Figure 1. Placed standard cells.
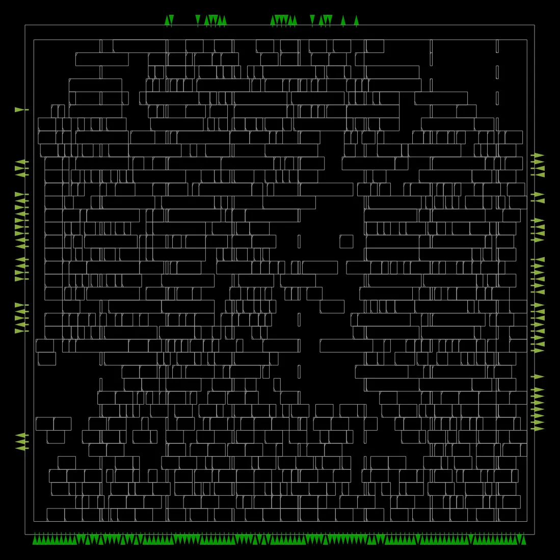
Figure 2. I/O pins on the die edge.
Pins as bars across the die edge, other pins in grey.
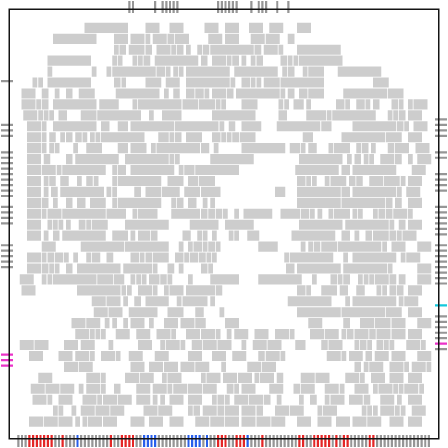
Figure 3. Wires at chosen ports, followed through buffers.
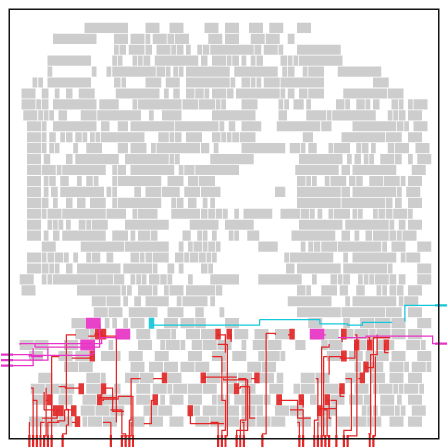
Figure 4. Routed clock nets over the placement.
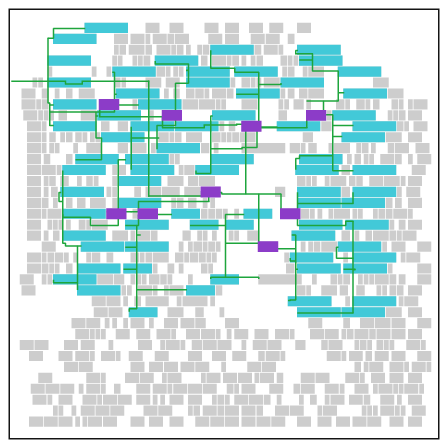
Figure 5. Wiring by layer.
Scale bar: 20 µm.
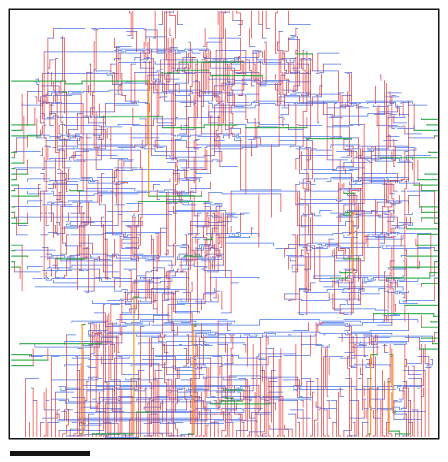
<file path="src/rtl/sram_bridge_pkg.sv">
// sram_bridge_pkg
// Shared types and constants for the OBI-to-SRAM bridge.
//   resp_t          : one buffered OBI response {rdata, err}
//   RESP_DEPTH      : number of response buffer entries
//   BUS_DATA_WIDTH  : width of the response data field (bus width of this SoC)
//   next_resp_ptr() : wrapping increment for the response buffer pointers
package sram_bridge_pkg;

    localparam int BUS_DATA_WIDTH   = 32;
    localparam int RESP_DEPTH       = 2;
    localparam int RESP_COUNT_WIDTH = $clog2(RESP_DEPTH + 1);
    localparam int RESP_PTR_WIDTH   = (RESP_DEPTH > 1) ? $clog2(RESP_DEPTH) : 1;

    typedef struct packed {
        logic [BUS_DATA_WIDTH-1:0] rdata;
        logic                      err;
    } resp_t;

    localparam int RESP_WIDTH = $bits(resp_t);

    // Pointers wrap explicitly so the buffer stays correct even if
    // RESP_DEPTH is ever changed to a non-power-of-two.
    function automatic logic [RESP_PTR_WIDTH-1:0] next_resp_ptr(
        input logic [RESP_PTR_WIDTH-1:0] ptr
    );
        if (ptr == RESP_PTR_WIDTH'(RESP_DEPTH - 1)) begin
            return '0;
        end
        return ptr + RESP_PTR_WIDTH'(1);
    endfunction

endpackage

</file>
<file path="src/rtl/sram_bridge_resp_fifo.sv">
// sram_bridge_resp_fifo
// Small in-order response buffer used by sram_obi_bridge to hold OBI
// responses that the manager has not yet accepted.
// Ports:
//   clk_i        : clock
//   rst_ni       : synchronous active-low reset, empties the buffer
//   push_i       : write push_data_i into the tail
//   push_data_i  : packed resp_t to store
//   pop_i        : drop the head entry
//   head_o       : packed resp_t at the head (valid when !empty_o)
//   count_o      : number of stored entries
//   full_o       : all entries occupied
//   empty_o      : no entries stored
module sram_bridge_resp_fifo
    import sram_bridge_pkg::*;
(
    input  logic                        clk_i,
    input  logic                        rst_ni,
    input  logic                        push_i,
    input  logic [RESP_WIDTH-1:0]       push_data_i,
    input  logic                        pop_i,
    output logic [RESP_WIDTH-1:0]       head_o,
    output logic [RESP_COUNT_WIDTH-1:0] count_o,
    output logic                        full_o,
    output logic                        empty_o
);

    resp_t                       mem_q [RESP_DEPTH];
    logic [RESP_PTR_WIDTH-1:0]   rd_ptr_q;
    logic [RESP_PTR_WIDTH-1:0]   wr_ptr_q;
    logic [RESP_COUNT_WIDTH-1:0] count_q;
    logic                        do_push;
    logic                        do_pop;

    // Status flags come straight from the occupancy counter. Popping an
    // empty buffer is ignored, and a push into a full buffer is only taken
    // when the head leaves in the same cycle, so the count never wraps.
    always_comb begin
        full_o  = (count_q == RESP_COUNT_WIDTH'(RESP_DEPTH));
        empty_o = (count_q == '0);
        do_pop  = pop_i && !empty_o;
        do_push = push_i && (!full_o || do_pop);
        head_o  = mem_q[rd_ptr_q];
        count_o = count_q;
    end

    // Storage, pointers and occupancy. A simultaneous push and pop moves
    // both pointers but leaves the count untouched.
    always_ff @(posedge clk_i) begin
        if (!rst_ni) begin
            rd_ptr_q <= '0;
            wr_ptr_q <= '0;
            count_q  <= '0;
            for (int i = 0; i < RESP_DEPTH; i++) begin
                mem_q[i] <= '0;
            end
        end else begin
            if (do_push) begin
                mem_q[wr_ptr_q] <= resp_t'(push_data_i);
                wr_ptr_q        <= next_resp_ptr(wr_ptr_q);
            end
            if (do_pop) begin
                rd_ptr_q <= next_resp_ptr(rd_ptr_q);
            end
            case ({do_push, do_pop})
                2'b10:   count_q <= count_q + RESP_COUNT_WIDTH'(1);
                2'b01:   count_q <= count_q - RESP_COUNT_WIDTH'(1);
                default: count_q <= count_q;
            endcase
        end
    end

endmodule

</file>
<file path="src/rtl/sram_obi_bridge.sv">
// sram_obi_bridge
// Bridges an OBI subordinate port onto port 0 of a single-cycle SRAM macro.
// Requests are granted while fewer than RESP_DEPTH responses are
// outstanding; the SRAM is driven combinationally in the grant cycle and the
// response appears one cycle later, either directly or from a 2-entry
// buffer when the manager stalls rready.
// Ports:
//   clk_i, rst_ni                     : clock, synchronous active-low reset
//   obi_req_i / obi_gnt_o             : address-phase handshake
//   obi_addr_i, obi_we_i, obi_be_i,
//   obi_wdata_i                       : address-phase payload (byte address)
//   obi_rvalid_o / obi_rready_i       : response-phase handshake
//   obi_rdata_o, obi_err_o            : response payload
//   sram_csb_o, sram_web_o            : active-low select / write enable
//   sram_wmask_o, sram_addr_o,
//   sram_din_o                        : SRAM write mask, word address, data
//   sram_dout_i                       : SRAM read data, valid the cycle after select
module sram_obi_bridge
    import sram_bridge_pkg::*;
#(
    parameter int          DATA_WIDTH = BUS_DATA_WIDTH,
    parameter int          NUM_WMASKS = 4,
    parameter int          ADDR_WIDTH = 11,
    parameter logic [31:0] BASE_ADDR  = 32'h0000_0000
) (
    input  logic                  clk_i,
    input  logic                  rst_ni,

    input  logic                  obi_req_i,
    output logic                  obi_gnt_o,
    input  logic [31:0]           obi_addr_i,
    input  logic                  obi_we_i,
    input  logic [NUM_WMASKS-1:0] obi_be_i,
    input  logic [DATA_WIDTH-1:0] obi_wdata_i,

    output logic                  obi_rvalid_o,
    input  logic                  obi_rready_i,
    output logic [DATA_WIDTH-1:0] obi_rdata_o,
    output logic                  obi_err_o,

    output logic                  sram_csb_o,
    output logic                  sram_web_o,
    output logic [NUM_WMASKS-1:0] sram_wmask_o,
    output logic [ADDR_WIDTH-1:0] sram_addr_o,
    output logic [DATA_WIDTH-1:0] sram_din_o,
    input  logic [DATA_WIDTH-1:0] sram_dout_i
);

    logic                        inflight_q;
    logic                        inflight_we_q;
    logic                        inflight_err_q;

    logic [32:0]                 addr_offset;
    logic                        in_range;
    logic                        accept;
    logic                        sram_sel;
    logic [RESP_COUNT_WIDTH-1:0] occupancy;

    resp_t                       live_resp;
    resp_t                       head_resp;
    resp_t                       out_resp;
    logic [RESP_WIDTH-1:0]       fifo_head;
    logic [RESP_COUNT_WIDTH-1:0] fifo_count;
    logic                        fifo_full;
    logic                        fifo_empty;
    logic                        fifo_push;
    logic                        fifo_pop;
    logic                        retire;

    // Window decode. The subtraction is done one bit wider so an address
    // below BASE_ADDR borrows into bit 32; the request is in range only if
    // there is no borrow and the offset fits in the word-addressed window.
    always_comb begin
        addr_offset = {1'b0, obi_addr_i} - {1'b0, BASE_ADDR};
        in_range    = (addr_offset[32:ADDR_WIDTH+2] == '0);
    end

    // Address-phase handshake. Outstanding work is the response still in
    // flight plus whatever is parked in the buffer; capping that at the
    // buffer depth is what makes the buffer impossible to overflow. The
    // full flag is redundant with the occupancy test but keeps the guard
    // local to the buffer's own view. Nothing is granted while in reset.
    always_comb begin
        occupancy = fifo_count + RESP_COUNT_WIDTH'(inflight_q);
        obi_gnt_o = rst_ni && obi_req_i && !fifo_full &&
                    (occupancy < RESP_COUNT_WIDTH'(RESP_DEPTH));
        accept    = obi_gnt_o;
        sram_sel  = accept && in_range;
    end

    // SRAM port 0 follows the OBI request combinationally in the grant
    // cycle. Out-of-range requests are granted but never select the macro.
    // Unselected cycles drive idle values so the outputs stay quiet.
    always_comb begin
        sram_csb_o   = 1'b1;
        sram_web_o   = 1'b1;
        sram_wmask_o = '0;
        sram_addr_o  = '0;
        sram_din_o   = '0;
        if (sram_sel) begin
            sram_csb_o   = 1'b0;
            sram_web_o   = !obi_we_i;
            sram_wmask_o = obi_be_i;
            sram_addr_o  = obi_addr_i[ADDR_WIDTH+1:2];
            sram_din_o   = obi_wdata_i;
        end
    end

    // One-cycle inflight marker for the request accepted last cycle. It
    // remembers just enough (write vs read, error vs hit) to build the
    // response when the SRAM read data arrives.
    always_ff @(posedge clk_i) begin
        if (!rst_ni) begin
            inflight_q     <= 1'b0;
            inflight_we_q  <= 1'b0;
            inflight_err_q <= 1'b0;
        end else begin
            inflight_q <= accept;
            if (accept) begin
                inflight_we_q  <= obi_we_i;
                inflight_err_q <= !in_range;
            end
        end
    end

    // Response for the inflight request. Only a successful read carries
    // data; writes and decode errors return zero data.
    always_comb begin
        live_resp = '0;
        if (inflight_q) begin
            live_resp.err = inflight_err_q;
            if (!inflight_err_q && !inflight_we_q) begin
                live_resp.rdata = sram_dout_i;
            end
        end
    end

    // Response ordering. With an empty buffer the live response bypasses
    // straight to the outputs and only gets parked if the manager does not
    // take it this cycle. With a non-empty buffer the head is presented and
    // the live response always queues behind it to keep acceptance order.
    always_comb begin
        head_resp    = resp_t'(fifo_head);
        out_resp     = fifo_empty ? live_resp : head_resp;
        obi_rvalid_o = rst_ni && (!fifo_empty || inflight_q);
        obi_rdata_o  = rst_ni ? out_resp.rdata : '0;
        obi_err_o    = rst_ni && out_resp.err;
        retire       = obi_rvalid_o && obi_rready_i;
        fifo_pop     = retire && !fifo_empty;
        fifo_push    = inflight_q && !(fifo_empty && obi_rready_i);
    end

    sram_bridge_resp_fifo u_resp_fifo (
        .clk_i       (clk_i),
        .rst_ni      (rst_ni),
        .push_i      (fifo_push),
        .push_data_i (live_resp),
        .pop_i       (fifo_pop),
        .head_o      (fifo_head),
        .count_o     (fifo_count),
        .full_o      (fifo_full),
        .empty_o     (fifo_empty)
    );

endmodule

</file>
<file path="config.mk">
export PLATFORM = sky130hd
export DESIGN_NAME = sram_obi_bridge
export DESIGN_NICKNAME = d
export VERILOG_FILES = /design/src/rtl/sram_bridge_pkg.sv /design/src/rtl/sram_bridge_resp_fifo.sv /design/src/rtl/sram_obi_bridge.sv
export SDC_FILE = /design/constraint.sdc
export NUM_CORES = 1
export LEC_CHECK = 0
export ABC_AREA = 1
export CAP_MARGIN = 20
export CORE_MARGIN = 1.5
export CORE_UTILIZATION = 44
export CTS_CLUSTER_SIZE = 20
export DETAILED_ROUTE_END_ITERATION = 6
export PLACE_DENSITY = 0.82
export SLEW_MARGIN = 25
export SYNTH_ARGS = -nofsm -noshare
export SYNTH_HDL_FRONTEND = slang
export SYNTH_HIERARCHICAL = 1
export SYNTH_SLANG_ARGS = --single-unit
</file>
<file path="constraint.sdc">
create_clock -name clk_i -period 3.9 [get_ports clk_i]
set_input_delay 0.39 -clock clk_i [delete_from_list [all_inputs] [get_ports clk_i]]
set_output_delay 0.39 -clock clk_i [all_outputs]
set_load 0.02 [all_outputs]
</file>
==> results.txt <==
Status of the implementation.

- CTS reports a maximum clock tree buffer depth of 2.
- Walking the worst path, the cells encountered are inv_2 -> nand2_1 -> inv_2 -> buf_4 -> o21ai_0 -> a21oi_1 -> clkdlybuf4s50_1.
- The endpoint type of the worst setup path is an output port, for reference.
- In the post-synthesis netlist, the biggest area contributors are sky130_fd_sc_hd__edfxtp_1, sky130_fd_sc_hd__inv_1, sky130_fd_sc_hd__mux2_2, sky130_fd_sc_hd__nor3_2, sky130_fd_sc_hd__nand2_1.
- The number of clock buffers inserted by TritonCTS is 9, for reference.
- The worst hold path was traced through 2 stages.
- After Yosys synthesis, AND-OR and OR-AND compound gates account for 7.68% of the synthesized area.
- The flow ran to the end, and the final reports show no timing, DRC or antenna violations.
- The number of warnings reported in the yosys synthesis log is 6, for reference.
- The ratio of cells with drive above 1 in the final layout is 18.1%, for reference.
- Per STA, the library cell used most along the worst path is sky130_fd_sc_hd__inv_2.
- For the worst reg-to-reg path, the startpoint reported by OpenROAD is u_resp_fifo/count_o[0].
- The slowest library cell on the worst path is sky130_fd_sc_hd__clkdlybuf4s50_1, for reference.
- Of all power groups, the one with the highest power is sequential cells.
- The fraction of standard cell area that is sequential is 31.4%, for reference.
- The highest clock frequency the design can meet is 315 MHz, for reference.
- The total overflow reported by the global router is 0, for reference.
- The classification of the worst setup path is reg2out, for reference.
- In the final design, more cell area goes to flip-flops and latches than to any other class.
- After the first detailed-routing iteration, the DRC count stood at ~280.
- STA lists the maximum fanout along the critical path as between 40 and 50.
- Synthesis instantiated 27 different standard cells from the library.
- Hold analysis lists the worst path endpoint as u_resp_fifo/rd_ptr_q.
- The number of standard cells after synthesis is about 550, for reference.
- The measured slew at the worst slew-check pin is approximately 0.77 ns, for reference.
- The smallest clock period supported by the final layout is computed as approximately 3.2 ns.
- The first-pass GRT wire length is 20.5 mm, for reference.
- The repair_antennas step left the layout with diodes totalling 0.
- Counting both buffers and inverters, the worst setup path holds a total of 4.
- The script extracted a total leakage power of 2.73 nW.
- In the CTS report, the clock slew at the register clock pins of the worst setup and hold paths is listed as 0.07 ns.
- Setup repair after global routing left no endpoint under its margin.
- The share of the cycle needed by the critical path after routing is 81.4%, for reference.
- The data arrival time reported for the critical path is 2.79 ns.
- The net switching power is 0.460 mW, for reference.
- Checking hold timing, the worst path is listed with class reg2reg.
- The flop-to-flop setup slack is 0.85 ns, for reference.
- The multi-input gate share of the layout cell area is 27.2%, for reference.
- The via count of the first global-routing pass is approximately 4.3k, for reference.
- In this run the VDD rail shows a maximum IR drop of 0.185 mV.
- Prior to clock tree synthesis, the placed netlist has a worst setup slack of between 0.8 and 0.9 ns.
- The number of placed instances, taps included is 846, for reference.
- Hold is met by 0.503 ns.
- The number of non-clock inverters in the layout is between 100 and 150, for reference.
- The portion of synthesized area spent on multiplexers is approximately 7.9%.
- The internal portion of total power is 1.42 mW, for reference.
- The depth of the CTS H-tree is 3, for reference.
- In the Yosys report the total cell count is 546.
- The clock tree from TritonCTS is built, for reference.
- The area of all placed cells without fillers is between 6000 and 7000 µm², for reference.
- In this run the tools logged warnings totalling 28.
- The script parses the final routing iteration and logs DRC violations as 0.
- The clock reaches the later pin of the worst-skew pair after 0.33 ns.
- The logic area is roughly 1900 µm², for reference.
- Across the placement rows, the number of tap cells is 136.
- The worst setup path endpoint is obi_err_o, for reference.
- Counting every net in the synthesized netlist gives 651.
- The final-layout clock buffer total is 10, for reference.
- The library cell occupying the most area in the post-synthesis netlist is sky130_fd_sc_hd__edfxtp_1, for reference.
- The cell family contributing the most delay on the critical path is buffers and inverters.
- The layout-stage area growth over the synthesis result is 44.9%, for reference.
- The delay of the slowest cell on the worst path is 0.67 ns, for reference.
- The fraction of cell area in non-clock buffers is 28.8%, for reference.
- Per the layout area report, the register area comes to between 2000 and 2500 µm².
- For this design, the CTS-stage hold fixing added 0 buffers.
- Once routing completed, OpenROAD measured the worst setup slack at 0.724 ns.
- The total combinational power is 0.358 mW, for reference.
- The number of violations of the max-capacitance limit is 0, for reference.
- The share of power burned in registers is 48.0%, for reference.
- The post-synth count of flops with an enable pin is 66.
Back to the opening pictures, Figure 1:
number of fill cells in the layout: 864
placeable core area: 10400 µm²
count of standard-cell rows: 37
final instance count without filler cells: 861

Back to the opening pictures, Figure 2:
legend:
  blue:
    port: `sram_addr_o`
    pins: 11
    direction: output
    edge: bottom
  cyan:
    port: `sram_web_o`
    pins: 1
    direction: output
    edge: right
  magenta:
    port: `sram_wmask_o`
    pins: 4
    direction: output
    edge: 3 left, 1 right
  red:
    port: `obi_wdata_i`
    pins: 32
    direction: input
    edge: bottom
all pins by edge: 112 bottom, 32 right, 25 left, 20 top
Buffers on Ports: 186
Die Width: 106 µm
Die Span Y: 106 µm

Back to the opening pictures, Figure 3:
legend:
  cyan:
    port: `sram_web_o`
    bits: 1
    direction: output
    edge: right
    end_cells: 1
    buffers: 1
    wire: 75.2 µm
  red:
    port: `obi_wdata_i`
    bits: 32
    direction: input
    edge: bottom
    end_cells: 32
    buffers: 32
    wire: 678 µm
  magenta:
    port: `sram_wmask_o`
    bits: 4
    direction: output
    edge: 3 left, 1 right
    end_cells: 4
    buffers: 4
    wire: 124 µm
number of ports placed on the die boundary: 189

Back to the opening pictures, Figure 4:
legend:
  green:
    item: clock wires
    length: 837 µm
  cyan:
    item: flip-flops
    count: 74
  purple:
    item: cells driving clock nets
    count: 9
routed clock nets: 10
clock network fraction of design power: 33.0%
Clock group: 0.622 mW

Back to the opening pictures, Figure 5:
legend:
  red:
    layer: met2
    wire_length: 6270 µm
  green:
    layer: met3
    wire_length: 509 µm
  orange:
    layer: met4
    wire_length: 178 µm
  blue:
    layer: met1
    wire_length: 5720 µm
total routing resource utilization after global routing: 22.8%
via count of the routed design: 4137
total routed wirelength: 12.7 mm
routed length per placed instance: 14.7 µm

[cells in the final DEF (no fill, tap or decap), drive strengths merged]
master	count
nor3	49
nand3	8
nor2	84
a21oi	37
mux2	33
clkinvlp	1
nand4	2
clkbuf	10
clkdlybuf4s50	186
nand2	59
o21ai	34
clkinv	2
dfxtp	8
a31oi	1
xor2	1
inv	128
bufinv	2
edfxtp	66
buf	14
[flip-flops by register name, summed over array words and instances, names as in the netlist, named ones only]
register,count
inflight_err_q,1
inflight_q,1
inflight_we_q,1
u_resp_fifo/count_o,2
u_resp_fifo/mem_q,66
u_resp_fifo/rd_ptr_q,1
u_resp_fifo/wr_ptr_q,1
[through the flow]
stage                     total power, mW  utilization, %
after detailed placement             1.28            63.8
after global placement               1.27            63.8
after floorplan                      1.10               -
after global routing                 1.97            65.8
after CTS                            1.90            65.8
final                                1.88            65.8
[routing by layer]
layer  GRT usage, %  up-vias  routed length (µm)  part of all wire [%]
met4           6.57        0                 178                   1.4
li1               -     2071                   -                     -
met2           38.5      126                6270                    49
met1           29.8     1924                5720                    45
met3           4.48       16                 508                   4.0
met5              0        -                   0                     0
[synthesized netlist by cell type, types with 8 or more instances]
library cell and n:
sky130_fd_sc_hd__nand2_1 55, sky130_fd_sc_hd__inv_1 125, sky130_fd_sc_hd__nor3_2 28, sky130_fd_sc_hd__nor2_1 53, sky130_fd_sc_hd__buf_2 9, sky130_fd_sc_hd__dfxtp_1 8
sky130_fd_sc_hd__clkbuf_1 11, sky130_fd_sc_hd__o21ai_0 34, sky130_fd_sc_hd__buf_6 9, sky130_fd_sc_hd__nor3_1 20, sky130_fd_sc_hd__mux2_2 33, sky130_fd_sc_hd__edfxtp_1 66
sky130_fd_sc_hd__nor2_2 29, sky130_fd_sc_hd__a21oi_1 37
Power figures rest on the tool's default switching activity, not on a simulated workload.
